### src/rtl/mux_pkg.sv
// Types shared by the mux block family.
package mux_pkg;

  typedef enum logic {
    MODE_FIXED = 1'b0,
    MODE_RR    = 1'b1
  } mux_mode_t;

endpackage

### src/rtl/mux_rr_arbiter.sv
// Combinational round-robin arbiter: first requester at or above ptr, wrapping to 0.
module mux_rr_arbiter #(
  parameter  int NB_CH = 8,
  localparam int SEL_W = $clog2(NB_CH)
) (
  input  logic [NB_CH-1:0] req,
  input  logic [SEL_W-1:0] ptr,
  output logic [SEL_W-1:0] gnt,
  output logic             gntValid
);

  localparam logic [SEL_W:0] NB = (SEL_W+1)'(NB_CH);

  logic [2*NB_CH-2:0] reqDbl;
  logic [NB_CH-1:0]   rot;
  logic [SEL_W-1:0]   off;
  logic [SEL_W:0]     sum;

  // Top copy drops its MSB: ptr never exceeds NB_CH-1, so that bit is never reached.
  assign reqDbl = {req[NB_CH-2:0], req};
  assign rot    = reqDbl[ptr +: NB_CH];

  always_comb begin
    off = '0;
    for (int i = NB_CH-1; i >= 0; i--)
      if (rot[i]) off = SEL_W'(i);
  end

  // Explicit wrap keeps non-power-of-2 channel counts correct.
  assign sum      = {1'b0, ptr} + {1'b0, off};
  assign gnt      = (sum >= NB) ? SEL_W'(sum - NB) : sum[SEL_W-1:0];
  assign gntValid = |req;

endmodule

### src/rtl/mux_n1w_rr.sv
// N-channel registered mux with valid/ready per channel, fixed or round-robin selection.
module mux_n1w_rr
  import mux_pkg::*;
#(
  parameter  int NB_CH  = 8,
  parameter  int DATA_W = 4,
  localparam int SEL_W  = $clog2(NB_CH)
) (
  input  logic                    inClk,
  input  logic                    inRst,
  input  logic [NB_CH*DATA_W-1:0] inData,
  input  logic [NB_CH-1:0]        inValid,
  output logic [NB_CH-1:0]        outReady,
  input  logic                    inMode,
  input  logic [SEL_W-1:0]        inSel,
  output logic [DATA_W-1:0]       outData,
  output logic [SEL_W-1:0]        outSel,
  output logic                    outValid,
  input  logic                    inReady
);

  localparam logic [SEL_W:0]   NB   = (SEL_W+1)'(NB_CH);
  localparam logic [SEL_W-1:0] LAST = SEL_W'(NB_CH-1);

  logic             isRr, load, gntValid, fixValid, rrGntValid;
  logic [SEL_W-1:0] gnt, rrGnt, ptr;

  assign isRr = (inMode == MODE_RR);

  mux_rr_arbiter #(.NB_CH(NB_CH)) uArb (
    .req      (inValid),
    .ptr      (ptr),
    .gnt      (rrGnt),
    .gntValid (rrGntValid)
  );

  // Out-of-range select shifts the one-hot off the end, so it can never grant.
  assign fixValid = ({1'b0, inSel} < NB) && |(inValid & (NB_CH'(1) << inSel));

  assign gnt      = isRr ? rrGnt : inSel;
  assign gntValid = isRr ? rrGntValid : fixValid;
  assign load     = ~outValid | inReady;

  always_comb begin
    outReady = '0;
    for (int i = 0; i < NB_CH; i++)
      outReady[i] = ~inRst & load & gntValid & (gnt == SEL_W'(i));
  end

  always_ff @(posedge inClk) begin
    if (inRst) begin
      outData  <= '0;
      outSel   <= '0;
      outValid <= 1'b0;
      ptr      <= '0;
    end else if (load) begin
      if (gntValid) begin
        outData  <= inData[gnt*DATA_W +: DATA_W];
        outSel   <= gnt;
        outValid <= 1'b1;
        if (isRr) ptr <= (gnt == LAST) ? '0 : gnt + SEL_W'(1);
      end else begin
        outValid <= 1'b0;
      end
    end
  end

endmodule

### config.mk
export PLATFORM = sky130hd
export DESIGN_NAME = mux_n1w_rr
export DESIGN_NICKNAME = d
export VERILOG_FILES = /design/src/rtl/mux_pkg.sv /design/src/rtl/mux_rr_arbiter.sv /design/src/rtl/mux_n1w_rr.sv
export SDC_FILE = /design/constraint.sdc
export NUM_CORES = 1
export LEC_CHECK = 0
export CORE_UTILIZATION = 39
export DETAILED_ROUTE_END_ITERATION = 16
export PLACE_DENSITY_LB_ADDON = 0.2
export SETUP_SLACK_MARGIN = 0.4
export SLEW_MARGIN = 20
export SYNTH_ARGS = -nofsm -noshare
export SYNTH_HDL_FRONTEND = slang
export SYNTH_HIERARCHICAL = 1
export SYNTH_SLANG_ARGS = --single-unit
export TNS_END_PERCENT = 50
### constraint.sdc
create_clock -name inClk -period 4.1 [get_ports inClk]
set_clock_uncertainty 0.05 [all_clocks]
set_input_delay 0.41 -clock inClk [delete_from_list [all_inputs] [get_ports inClk]]
set_output_delay 0.41 -clock inClk [all_outputs]
set_load 0.01 [all_outputs]
Placed standard cells:
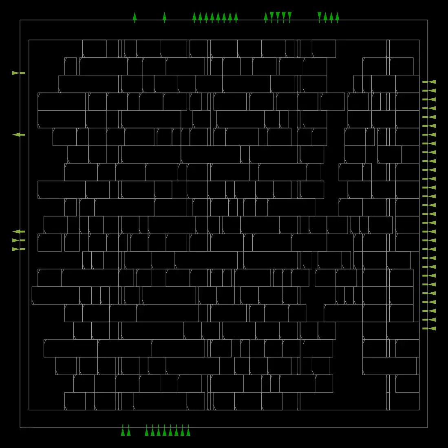
Final Non-Filler Cells: 308
core outline area: 0.00344 mm^2
tap cell count: 46
Fill cells: 229
Flop Count: 11

I/O nets highlighted:
Scale: 8 px per um.
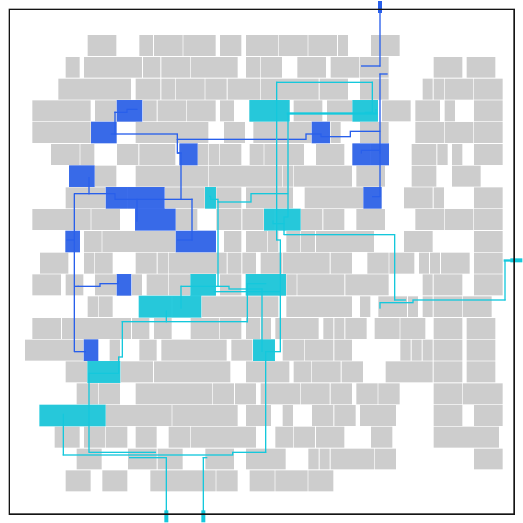
colour	port	bits	direction	edge	end cells	buffers	wire
blue	inRst	1	input	top	15	1	135 um
cyan	inSel	3	input	2 bottom, 1 right	12	3	293 um

==> qor.json <==
{
  "final_timing": {
    "layout_setup_ws_ns": -0.124,
    "setup_viol": 7,
    "hold_worst_slack_ns": 0.472,
    "setup_total_negative_slack_ns": -0.499
  },
  "layout": {
    "combGateArea_mm2": 0.00132,
    "clock_buffer_count": 3,
    "signal_buffers": 107,
    "comb-cell-share_pct": 50.1
  },
  "worst_hold_path": {
    "min_delay_path_depth": 2
  },
  "status": {
    "violations": "setup timing",
    "outcome": "complete, but fails checks"
  },
  "global_routing": {
    "grt_overflow": 0
  },
  "placed_design": {
    "globalplace.congestion": 0.834,
    "numPlacedInstances": 292,
    "placement.setup.worst_slack_ns": -0.722
  },
  "worst_setup_path": {
    "timing.critical_path.from": "inValid[0]",
    "critical_path_arrival_ns": 3.76,
    "crit_path_start_kind": "input port"
  },
  "clock_tree": {
    "cts_buffers": 3
  },
  "route": {
    "drt-total-wl_mm": 5.48
  },
  "run": {
    "max_cap_violations": 0
  }
}
## registers in the layout, summed over array words and instances (netlist names)
signal,cells
ptr,3
outData,4
outSel,3
outValid,1
## critical path: stages
cell and delay (ns):
sky130_fd_sc_hd__dlygate4sd2_1 0.25, sky130_fd_sc_hd__buf_4 0.13, sky130_fd_sc_hd__mux4_1 0.52, sky130_fd_sc_hd__nor2b_1 0.18, sky130_fd_sc_hd__a211o_1 0.28, sky130_fd_sc_hd__a31oi_1 0.16, sky130_fd_sc_hd__ha_2 0.19, sky130_fd_sc_hd__inv_2 0.03
sky130_fd_sc_hd__fa_2 0.52, sky130_fd_sc_hd__inv_2 0.03, sky130_fd_sc_hd__mux2i_2 0.17, sky130_fd_sc_hd__buf_4 0.17, sky130_fd_sc_hd__buf_4 0.12, sky130_fd_sc_hd__ha_4 0.13, sky130_fd_sc_hd__nand2b_4 0.08, sky130_fd_sc_hd__nor3_4 0.20
sky130_fd_sc_hd__buf_2 0.19
## power groups by stage
stage	combinational [mW]	sequential, mW	clock (mW)
after detailed placement	0.562	0.147	0
final	0.715	0.147	0.111
after floorplan	0.325	0.148	0
after global routing	0.763	0.148	0.116
after CTS	0.658	0.145	0.113
after global placement	0.542	0.146	0
## synth_stat cells (2+ instances only)
cell / n / share of area (%)
sky130_fd_sc_hd__nand2_1: 23 / 6.0
sky130_fd_sc_hd__mux2i_1: 14 / 9.7
sky130_fd_sc_hd__dfxtp_1: 11 / 15
sky130_fd_sc_hd__a32oi_1: 8 / 4.8
sky130_fd_sc_hd__inv_1: 8 / 2.1
sky130_fd_sc_hd__ha_1: 7 / 6.0
sky130_fd_sc_hd__nand2b_1: 7 / 3.0
sky130_fd_sc_hd__a21oi_1: 6 / 2.1
sky130_fd_sc_hd__mux4_1: 6 / 11
sky130_fd_sc_hd__nor3_1: 6 / 2.1
sky130_fd_sc_hd__mux2_2: 5 / 3.9
sky130_fd_sc_hd__nor2b_1: 5 / 2.2
sky130_fd_sc_hd__a32o_1: 4 / 2.8
sky130_fd_sc_hd__nor2_1: 4 / 1.0
sky130_fd_sc_hd__a311oi_1: 3 / 1.8
sky130_fd_sc_hd__buf_2: 3 / 1.0
sky130_fd_sc_hd__buf_6: 3 / 2.3
sky130_fd_sc_hd__clkbuf_1: 3 / 0.78
sky130_fd_sc_hd__mux4_2: 3 / 4.7
sky130_fd_sc_hd__o21ai_0: 3 / 1.0
sky130_fd_sc_hd__and2_2: 2 / 1.0
sky130_fd_sc_hd__nor4_1: 2 / 0.86
sky130_fd_sc_hd__o211ai_1: 2 / 1.0
sky130_fd_sc_hd__xnor2_1: 2 / 1.2
## logic make-up (layout without fill, tap and decap cells)
group | Yosys count | count (layout)
simple gates | 57 | 57
compound gates | 36 | 36
mux | 28 | 28
buf+inv | 18 | 120
flops | 11 | 11
fa+ha+maj | 8 | 8
xor+xnor | 2 | 2
## per-layer routing
layer	vias to the layer above	GRT usage, %	wire length [um]
li1	822	-	-
met1	842	31.3	2240
met2	82	50.5	2710
met3	22	5.11	343
met4	0	6.40	198
met5	-	0	0
Power and IR drop assume default switching activity.
